[config.mk]
export PLATFORM = sky130hd
export DESIGN_NAME = param_lifo_stack
export DESIGN_NICKNAME = d
export VERILOG_FILES = /design/src/rtl/lifo_pkg.sv /design/src/rtl/lifo_ram.sv /design/src/rtl/param_lifo_stack.sv
export SDC_FILE = /design/constraint.sdc
export NUM_CORES = 1
export LEC_CHECK = 0
export ABC_AREA = 1
export CAP_MARGIN = 20
export CORE_ASPECT_RATIO = 0.9
export CORE_MARGIN = 4
export CORE_UTILIZATION = 55
export DETAILED_ROUTE_END_ITERATION = 10
export GPL_ROUTABILITY_DRIVEN = 0
export PLACE_DENSITY_LB_ADDON = 0.15
export SLEW_MARGIN = 20
export SYNTH_ARGS = -nofsm -noshare
export SYNTH_HDL_FRONTEND = slang
export SYNTH_SLANG_ARGS = --single-unit
[constraint.sdc]
create_clock -name Clk -period 4.2 [get_ports Clk]
set_input_delay 0.84 -clock Clk [delete_from_list [all_inputs] [get_ports Clk]]
set_output_delay 0.84 -clock Clk [all_outputs]
set_load 0.005 [all_outputs]
[src/rtl/lifo_pkg.sv]
// Shared definitions for the parametrised LIFO stack: operation encoding
// and a constant-evaluable ceil(log2()) helper for sizing counters/addresses.
package lifo_pkg;

  // One operation is performed per cycle. Rejected requests (push while full,
  // pop while empty) decode to OP_NOP and raise an error flag instead.
  typedef enum logic [2:0] {
    OP_NOP     = 3'd0,
    OP_PUSH    = 3'd1,
    OP_POP     = 3'd2,
    OP_REPLACE = 3'd3,
    OP_BYPASS  = 3'd4
  } op_e;

  // ceil(log2(n)); usable in parameter expressions.
  function automatic int clog2(input int n);
    int r;
    int v;
    r = 0;
    v = n - 1;
    while (v > 0) begin
      r++;
      v = v >> 1;
    end
    return r;
  endfunction

endpackage

[src/rtl/lifo_ram.sv]
// DEPTH x WIDTH storage for the LIFO: synchronous write, asynchronous read,
// independent write and read addresses.
module lifo_ram #(
  parameter int WIDTH = 8,
  parameter int DEPTH = 16,
  parameter int AW    = 4
) (
  input  logic             Clk,
  input  logic             i_wr_en,
  input  logic [AW-1:0]    i_wr_addr,
  input  logic [WIDTH-1:0] i_wr_data,
  input  logic [AW-1:0]    i_rd_addr,
  output logic [WIDTH-1:0] o_rd_data
);

  logic [WIDTH-1:0] r_mem [DEPTH];

  // Write port: one word per cycle on the rising edge.
  // NOTE: storage has no reset; its contents are only ever read below the
  // occupancy count, so resetting it would cost logic for no behaviour.
  always_ff @(posedge Clk) begin
    if (i_wr_en) begin
      r_mem[i_wr_addr] <= i_wr_data;
    end
  end

  assign o_rd_data = r_mem[i_rd_addr];

endmodule

[src/rtl/param_lifo_stack.sv]
// Parametrised LIFO stack: op decode, occupancy count, registered pop-data
// port with valid pulse, combinational peek, status and sticky error flags.
module param_lifo_stack
  import lifo_pkg::*;
#(
  parameter  int WIDTH     = 8,
  parameter  int DEPTH     = 16,
  parameter  int AFULL_LVL = DEPTH - 2,
  localparam int CNT_W     = clog2(DEPTH + 1)
) (
  input  logic             Clk,
  input  logic             Rst,
  input  logic             push,
  input  logic             pop,
  input  logic [WIDTH-1:0] data_i,
  input  logic             clr_err,
  output logic [WIDTH-1:0] data_o,
  output logic             valid_o,
  output logic [WIDTH-1:0] peek_o,
  output logic [CNT_W-1:0] count,
  output logic             empty,
  output logic             full,
  output logic             almost_full,
  output logic             overflow,
  output logic             underflow
);

  localparam int             AW        = clog2(DEPTH);
  localparam logic [CNT_W-1:0] DEPTH_CNT = CNT_W'(DEPTH);
  localparam logic [CNT_W-1:0] AFULL_CNT = CNT_W'(AFULL_LVL);

  logic [CNT_W-1:0] r_count;
  logic [WIDTH-1:0] r_data_o;
  logic             r_valid_o;
  logic             r_overflow;
  logic             r_underflow;

  op_e              w_op;
  logic             w_ovf;
  logic             w_unf;
  logic             w_empty;
  logic             w_full;
  logic [CNT_W-1:0] w_top_idx;
  logic [AW-1:0]    w_rd_addr;
  logic [AW-1:0]    w_wr_addr;
  logic             w_wr_en;
  logic [WIDTH-1:0] w_rd_data;

  assign w_empty   = (r_count == '0);
  assign w_full    = (r_count == DEPTH_CNT);
  // Top index is only meaningful when non-empty; otherwise park at 0 so the
  // read address never leaves the storage range.
  assign w_top_idx = r_count - CNT_W'(1);
  assign w_rd_addr = w_empty ? '0 : w_top_idx[AW-1:0];

  // Decode the request strobes against the current occupancy.
  // NOTE: every signal gets a default before the case so no latch is inferred.
  always_comb begin
    w_op  = OP_NOP;
    w_ovf = 1'b0;
    w_unf = 1'b0;
    case ({push, pop})
      2'b11: w_op = w_empty ? OP_BYPASS : OP_REPLACE;
      2'b10: begin
        if (w_full) w_ovf = 1'b1;
        else        w_op  = OP_PUSH;
      end
      2'b01: begin
        if (w_empty) w_unf = 1'b1;
        else         w_op  = OP_POP;
      end
      default: w_op = OP_NOP;
    endcase
  end

  // A push writes one above the top; a replace overwrites the top in place.
  assign w_wr_en   = (w_op == OP_PUSH) || (w_op == OP_REPLACE);
  assign w_wr_addr = (w_op == OP_REPLACE) ? w_rd_addr : r_count[AW-1:0];

  lifo_ram #(
    .WIDTH(WIDTH),
    .DEPTH(DEPTH),
    .AW   (AW)
  ) u_ram (
    .Clk      (Clk),
    .i_wr_en  (w_wr_en),
    .i_wr_addr(w_wr_addr),
    .i_wr_data(data_i),
    .i_rd_addr(w_rd_addr),
    .o_rd_data(w_rd_data)
  );

  // Occupancy: only plain push and plain pop change the count.
  // NOTE: sequential state uses non-blocking assignments so every register
  // samples pre-edge values regardless of block ordering.
  always_ff @(posedge Clk or posedge Rst) begin
    if (Rst) begin
      r_count <= '0;
    end else begin
      case (w_op)
        OP_PUSH: r_count <= r_count + CNT_W'(1);
        OP_POP:  r_count <= r_count - CNT_W'(1);
        default: r_count <= r_count;
      endcase
    end
  end

  // Pop-data register with a single-cycle valid pulse per accepted pop.
  always_ff @(posedge Clk or posedge Rst) begin
    if (Rst) begin
      r_data_o  <= '0;
      r_valid_o <= 1'b0;
    end else begin
      r_valid_o <= (w_op == OP_POP) || (w_op == OP_REPLACE) || (w_op == OP_BYPASS);
      if ((w_op == OP_POP) || (w_op == OP_REPLACE)) begin
        r_data_o <= w_rd_data;
      end else if (w_op == OP_BYPASS) begin
        r_data_o <= data_i;
      end
    end
  end

  // Sticky error flags; a new error in the same cycle beats clr_err.
  always_ff @(posedge Clk or posedge Rst) begin
    if (Rst) begin
      r_overflow  <= 1'b0;
      r_underflow <= 1'b0;
    end else begin
      if (w_ovf)        r_overflow <= 1'b1;
      else if (clr_err) r_overflow <= 1'b0;
      if (w_unf)        r_underflow <= 1'b1;
      else if (clr_err) r_underflow <= 1'b0;
    end
  end

  assign count       = r_count;
  assign data_o      = r_data_o;
  assign valid_o     = r_valid_o;
  assign overflow    = r_overflow;
  assign underflow   = r_underflow;
  assign empty       = w_empty;
  assign full        = w_full;
  assign almost_full = (r_count >= AFULL_CNT);
  assign peek_o      = w_empty ? '0 : w_rd_data;

endmodule
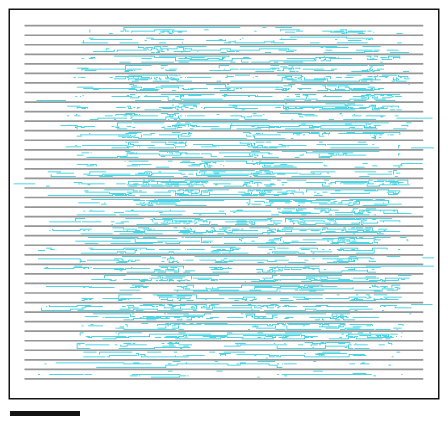
(images/m1.png)
Bar = 20 µm. Supply wires on this layer in gray.
share of all routed wire: 43%
main direction: horizontal
longest straight run: 50.6 µm
nets with wire on the layer: 591
drt total wl: 15,700 µm
GRT met1 Usage: 35.3%
via count: 4,635

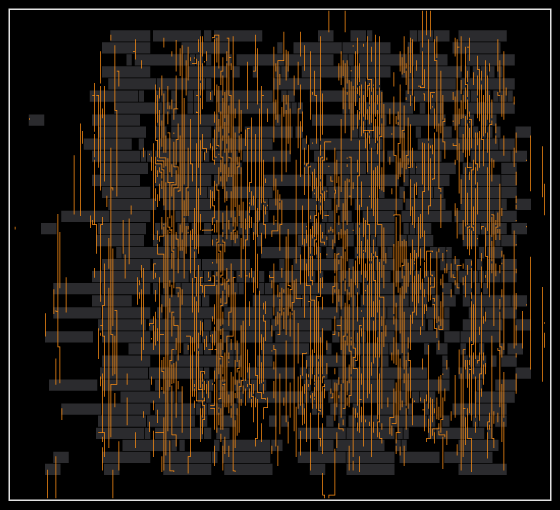
(images/m2.png)
Cells faint in the background.
longest straight run: 61.5 µm
share of all routed wire: 46%
nets with wire on the layer: 500

==> Slide: Implementation Results <==
Run Summary

Clock tree
  – Clk slew on worst S/H paths: 0.06 ns
  – CTS Sinks: 144
  – Clk_lat worst skew: about 0.43 ns
  – Post-cts sizing count: 6
  – H-Tree Level Count: 4
  – Setup bufs post-CTS: 0
  – # hold bufs at CTS: 0
  – Root buf cell: clkbuf_16
  – Longest Clk Path Bufs: 2
  – CTS buffer count: 17

Final timing
  – RSZ-0062 raised after global routing: false
  – Max Fclk: 247 MHz
  – Relative slew slack: a little over a third
  – Max-slew violation count: 0
  – Post-layout minimum cycle time: 4.05 ns
  – Fin. Hold Viols: 0
  – Clock skew: between 0.01 and 0.015 ns
  – Cycle use final: a little over nine tenths
  – Fin Setup TNS: 0 ns
  – Slew @ Worst Pin: 0.950 ns

Pwr
  – P_comb: roughly 3.0 mW
  – Switching share of power: 40.0%
  – Combinational group share of total power: 47.9%
  – Pwr/cell area: 838 nW/µm²
  – Seq pwr: 1.83 mW
  – Seq pwr share: 29.1%
  – P_leak: roughly 2.9 nW
  – Largest Pwr Group: combinational logic
  – Final Power: 6.29 mW
  – Clock network fraction of design power: between 20% and 30%
  – Internal: 3.78 mW
  – Power Clock: approximately 1.5 mW

Synth
  – Xor/xnor share: less than 1%
  – Synthesis area per yosys: 6430 µm²
  – Most frequent cell after synthesis: nand2_1
  – Synthesized area per cell: around 11 µm²
  – Mapped Cells: 585
  – Simple share: between 20 and 25%
  – Post-Syn Nets: 602
  – Mapped Area: ~6400 µm²
  – Area share, top type: 59.8%
  – Yosys top cell by area: edfxtp_1
  – Cell count in the Yosys report: 585
  – Cell area leaders: edfxtp_1 (60%), nand3_1 (10%), nand2_1 (8.6%)
  – Synth Register Bits: about 140
  – Register area share after synthesis: 66.0%
  – YS warnings: 0
  – Post-synth EDFFs: 128
  – AO/OA Area Share: 3.84%
  – Top logic family: simple AND/OR/NAND/NOR gates
  – Mux frac, synth: 0%

Critical path
  – R2R setup slack: 0.77 ns
  – Cells on worst reg2reg path: 12
  – Required @ worst endpoint: 3.36 ns
  – Crit path kind: flop to output pin
  – CP peak stage delay: between 0.5 and 0.6 ns
  – WP data arrival: 3.21 ns
  – CP max stage cell: clkdlybuf4s50_1
  – CP Max Fanout: 15
  – Worst path bufs/invs: 5
  – Kind of cell adding the most delay to the critical path: buffers and inverters
  – Total number of cells along the worst setup path: 10
  – Crit-path cells: inv_1 > ha_2 > nand3_4 > buf_6 > inv_4 > nor2_4 > inv_4 > nand3_1 > a21oi_1 > clkdlybuf4s50_1

Die
  – Die Height: 111 µm
  – Chip area: roughly 13,000 µm²
  – Site row count: 37
  – Core Util at FP: between 50 and 60%
  – # IOs: ~40
  – # Taps: 156
  – Die X: roughly 120 µm

Routing
  – Drt drc: 0
  – Antenna viol nets, final: 0
  – Drt first pass iters: 5
  – DR iter-0 viols: roughly 630
  – Met2 WL: 7210 µm
  – Met3 WL: 1270 µm

Cells and area
  – Max-area cell class: registers
  – Comb. cell area: 1860 µm²
  – # clk buffers: 23
  – Inverter count: 38
  – Clk tree area frac: between 7 and 8%
  – NumNets Final: 642
  – Largest register FFs: around 130
  – Seq/total area: 56.5%
  – Count of flip-flops and latches: 144
  – Largest Register: u_ram.r_mem
  – Non-clock buffer share: 6.63%
  – Top logic cell by instance count in the layout: nand2_1
  – Comb area share: 24.7%
  – Util after Layout: around two thirds
  – Ant diodes: 0
  – MI comb cells: 375
  – # fillers: 875

Placed design
  – HPWL after DPL: around 9700 µm
  – IO buf count: 39

Hold path
  – Tightest Hold Check Type: flop to flop
  – Hold Path Cell Cnt: 2

Global routing
  – Total global routing overflow: 0
  – Met3 Track Usage GR: under 10%
  – First-pass GRT wire length: between 20,000 and 25,000 µm
  – Pin count of the biggest net entering global routing: 42
  – Gr busiest metal: met2
  – Gr usage total: 24.4%

Job
  – Tool warnings: 29
  – Max cap viols: 0

Outcome
  – Outcome: finished, final reports clean
-- stage by stage --
step,worst slack [ns],cells,hold WS [ns],instance area [µm²]
2_1_floorplan,1.16,585,0.472,6430
3_3_place_gp,0.435,760,0.471,6870
3_5_place_dp,0.334,760,0.472,6870
4_1_cts,0.00357,792,0.486,7450
5_1_grt,0.0156,794,0.513,7510
6_report,0.151,794,0.479,7510
-- path summary, 6_finish.rpt --
check / startpoint / endpoint
setup / recovery: count[1] / peek_o[7]
hold reg to reg: data_o[0] / data_o[0]
min in group asynchronous: Rst / underflow
setup reg to reg: count[1] / u_ram.r_mem[9][0]
hold / removal: data_o[0] / data_o[0]
max in group asynchronous: Rst / count[1]
-- worst min-delay path: stages, from the launching register on --
cell and delay [ns]:
dfrtp_1 0.34, nand2_1 0.05, nand2_1 0.05
Power and IR drop assume default switching activity.
